==> run_1/layer_met2.png <==
Scale: 2 px per um.
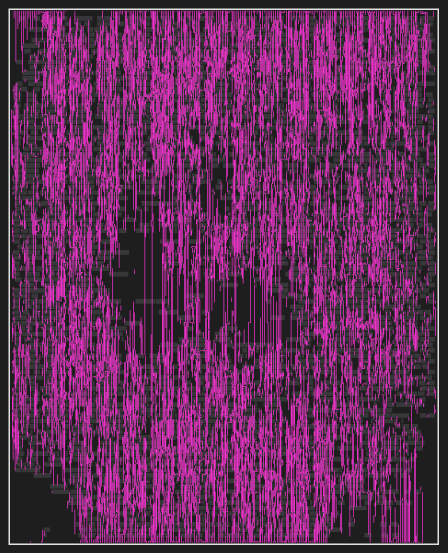
==> run_1/metal_density.png <==
Scale: 1.5 px per um. The die is cut into 21 by 27 equal tiles; dark blue is low, red is high, scaled to the fullest tile. Values are wire area over tile area, all layers added.
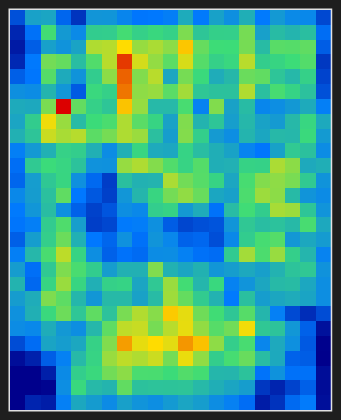
==> run_1/layer_met3.png <==
Scale: 2 px per um.
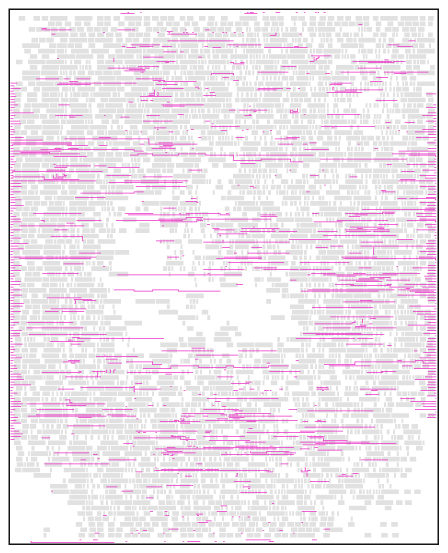
==> config.mk <==
export PLATFORM = sky130hd
export DESIGN_NAME = chacha20_stream_decrypt
export DESIGN_NICKNAME = d
export VERILOG_FILES = /design/src/rtl/chacha20_stream_decrypt.sv
export SDC_FILE = /design/constraint.sdc
export NUM_CORES = 1
export LEC_CHECK = 0
export ABC_AREA = 1
export CORE_ASPECT_RATIO = 1.25
export CORE_UTILIZATION = 50
export DETAILED_ROUTE_END_ITERATION = 8
export PLACE_DENSITY = 0.79
export RECOVER_POWER = 50
export SLEW_MARGIN = 0
export SYNTH_ARGS = -nofsm -noshare
export SYNTH_HDL_FRONTEND = slang
export SYNTH_SLANG_ARGS = --single-unit
==> constraint.sdc <==
create_clock -name clk -period 2 [get_ports clk]
set_input_delay 0.4 -clock clk [delete_from_list [all_inputs] [get_ports clk]]
set_output_delay 0.4 -clock clk [all_outputs]
set_load 0.02 [all_outputs]
==> Changelog: implementation, run 1 <==
## Flow update

* Run status: finished with violations
* Violated checks: setup timing
* Die Y at roughly 270 um
* Crit path max-delay cell type: dfrtp_4
* Clk pwr at roughly 0.011 W
* Worst-margin pin slew at 1.020 ns
* Post-layout instance area at 38,990 sq um
* Ys cells at 3,375
* Final Total Pwr at roughly 0.057 W
* Final setup viols at 24
* Top cells by area: dfrtp_1 50%, nand2_1 9.2%, a21oi_1 7.0%, nand3_1 6.7%, mux2_2 6.5%
* Worst endpoint required time at 2.51 ns
* Reg clk slew, reported paths at about 0.070 ns
* Share of layout cells above drive strength 1 at between 10% and 20%
* Drt drc at 0
* CP max FO at 36
* Worst EP arrival at approximately 2.6 ns
* FP Core Util at between 50% and 60%
* Cells along the critical path: buf_12 -> buf_12 -> nand2_1 -> nand3_1 -> nand3_1 -> nand3_2 -> nand2_1 -> nand3_2 -> nand2_1 -> nand2_1 -> nand3_1 -> nand2_1
* Async SR Flop Fraction at 100.0%
* DRT Pass-1 Iters at 8
* Sw Share at between 30% and 40%
* Signal buffers at approximately 850
* Max Used Layer: met5
* Log Warnings at 28
* Core Util, Final at between 70% and 80%
* Clock Skew at a little over 0.02 ns
* Comb pwr at 0.0273 W
* Combinational Gates at about 2,200
* Vias per inst at 5.446
* Top delay family on crit path: simple AND/OR/NAND/NOR gates
* Synthesis-to-layout area growth at 39.13%
* Largest area contributor in the netlist: dfrtp_1
* Hold WS at ~0.35 ns
* Area of the die at around 57,000 sq um
* Tap Cells at about 740
* Pwr top: combinational cells
* Placed Cells at approximately 4,700
* Seq. pwr at 0.0193 W
* Largest net degree at the start of global routing at about 71
* RSZ-0062 raised after global routing: true
* Grt total ovfl at 0
* Late-Pin Clk Latency at between 0.6 and 0.7 ns
* Yosys chip area at around 28,000 sq um
* NetSw at ~0.023 W
* Static Leak at roughly 19 nW
* Basic Gates by Area at about 22%
* Most frequent cell after synthesis: nand2_1
* Max reg flops at a little over 500
* FMAX at roughly 0.47 GHz
* Synth warn at 0
* Yosys reg bits at 565
* Adder-cell area share of the yosys netlist at less than 1%
* Final min period at between 2 and 2.5 ns
* Fill count at between 4,000 and 5,000
* H-tree depth at 2
* Non-clk buf share at between 20% and 30%
* Final ANT Viol Nets at 0
* Gate power share at 47.6%
* Gpl congestion at approximately 0.92
* TritonCTS clock tree: built
* Synth unique cells at 38
* Top cells excl fill/tap: 669 x nand2_1, 559 x dfrtp_1, 557 x clkdlybuf4s50_1, 403 x nor2_1, 379 x a21oi_1
* Initial antenna violation count at 30
* WP depth at 12
* Flop-to-flop setup slack at -0.12 ns
* Final Worst Setup Slack at -0.1196 ns
* Clk sink count at around 570
* Seq cells at around 570
* Syn Nets at 3,936
* Busiest grt layer: met2
* Crit end category: register
* Sum of negative setup slack at -0.8036 ns
* Clock Buffer Count at between 70 and 80
* Slew HR at 32.03%
* Top Ports at 606
* CTS buffer count at approximately 56
* Routed length on met2 at approximately 49 mm
* Hold buffers post-CTS at 1
* Crit share post-route at 106.0%
* CP dominant cell by count: nand2_1
* Synthesized instance count at roughly 3,400
* Post_cts resized at roughly 160
## Picture notes: layer_met2.png
The layer holds 48% of the routed length. The wires run mostly vertical.
via count: 26,534
GRT met2 Usage: 56.87%
Total Routed Length: 102.2 mm

## Picture notes: metal_density.png
The fullest tile reaches 0.74. The mean over all tiles is 0.30. The emptiest ninth of the die: bottom right. 27% of the tiles are over half the peak.
GRT Total Usage: 35.21%
WL per Instance: 20.97 um

## Picture notes: layer_met3.png
The layer carries 7,120 um of wire. The wires run mostly horizontal. The layer holds 7.0% of the routed length. The longest straight run is 61.9 um.
grt met3 use: 4.789%

==> run 1 -> run 2 <==
CELL_PAD_IN_SITES_DETAIL_PLACEMENT = 2   (was not set)
CELL_PAD_IN_SITES_GLOBAL_PLACEMENT = 2   (was not set)
CORE_UTILIZATION = 30   (was 50)
PLACE_DENSITY = 0.9   (was 0.79)
==> run 2 against run 1 <==
Net effect: the flow finishes with violations (capacitance limit, slew limit, setup timing); synthesized cell count is the same; utilization shrank 26 points; clock-buffer cell count grew 17; clock skew grew 0.020 ns; first-iteration DRC count shrank 5.9%; worst hold slack lost 0.015 ns; final cell count grew 11%; critical path type unchanged.
==> Changelog: implementation, run 2 <==
## Flow update

* Initial antenna violation count at 52 (+73%)
* Max reg flops at 512 (unchanged)
* Yosys reg bits at 565 (unchanged)
* Routed length on met2 at 84.65 mm (+73%)
* Final min period at 2.443 ns (+0.3234 ns)
* CP dominant cell by count: nand2_1
* Sw Share at 45.35% (+5.9 points)
* Hold WS at 0.3382 ns (-0.01521 ns)
* Seq. pwr at 0.0203 W (+5%)
* Final ANT Viol Nets at 0 (unchanged)
* Tap Cells at 1,206 (+64%)
* Syn Nets at 3,936 (unchanged)
* Violated checks: capacitance limit, slew limit, setup timing
* Clk sink count at 565 (unchanged)
* Busiest grt layer: met2
* Largest net degree at the start of global routing at 84 (+18%)
* Log Warnings at 29 (+3.6%)
* Crit end category: register
* Slew HR at -6.506% (-39 points)
* Max-slew violation count at 32
* Most frequent cell after synthesis: nand2_1
* Run status: finished with violations
* GRT met2 Usage at 60.43% (+3.6 points)
* CTS buffer count at 67 (+20%)
* Synth unique cells at 38 (unchanged)
* WL per Instance at 31.95 um (+52%)
* Final Worst Setup Slack at -0.4430 ns (-0.3234 ns)
* Static Leak at 19.50 nW (+4.2%)
* Worst-margin pin slew at 1.598 ns (+0.5780 ns)
* Yosys chip area at 28,030 sq um (unchanged)
* CP max FO at 14 (-61%)
* GRT Total Usage at 35.37% (+0.16 points)
* Async SR Flop Fraction at 100.0% (unchanged)
* Final setup viols at 73 (+200%)
* Clk pwr at 0.0130 W (+21%)
* Synth warn at 0 (unchanged)
* Synthesis-to-layout area growth at 48.21%
* Late-Pin Clk Latency at 0.66 ns (+0.04 ns)
* Crit share post-route at 122.1% (+16 points)
* Gate power share at 51.5% (+3.9 points)
* Synthesized instance count at 3,375 (unchanged)
* Max Cap Viol at 1
* Largest area contributor in the netlist: dfrtp_1
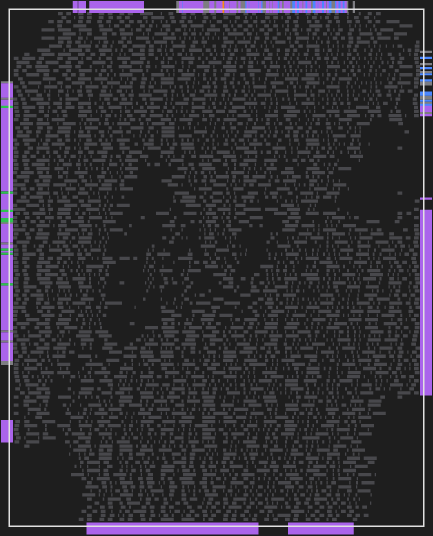
(run_2/io_placement.png)
Scale: 1.5 px per um. Pins as bars across the die edge, other pins in grey.
Key: purple = ks_block [pins 512, direction input, edge 171 bottom, 134 left, 111 top, 96 right]; blue = ks_counter [pins 32, direction output, edge 24 top, 8 right]; orange = start [pins 1, direction input, edge top]; green = pt_data [pins 8, direction output, edge left]
All pins by edge: 172 top, 171 bottom, 150 left, 113 right.
# port buffers: 605
die width: 275.4 um
Die Y: 343.7 um

Power figures rest on the tool's default switching activity, not on a simulated workload.
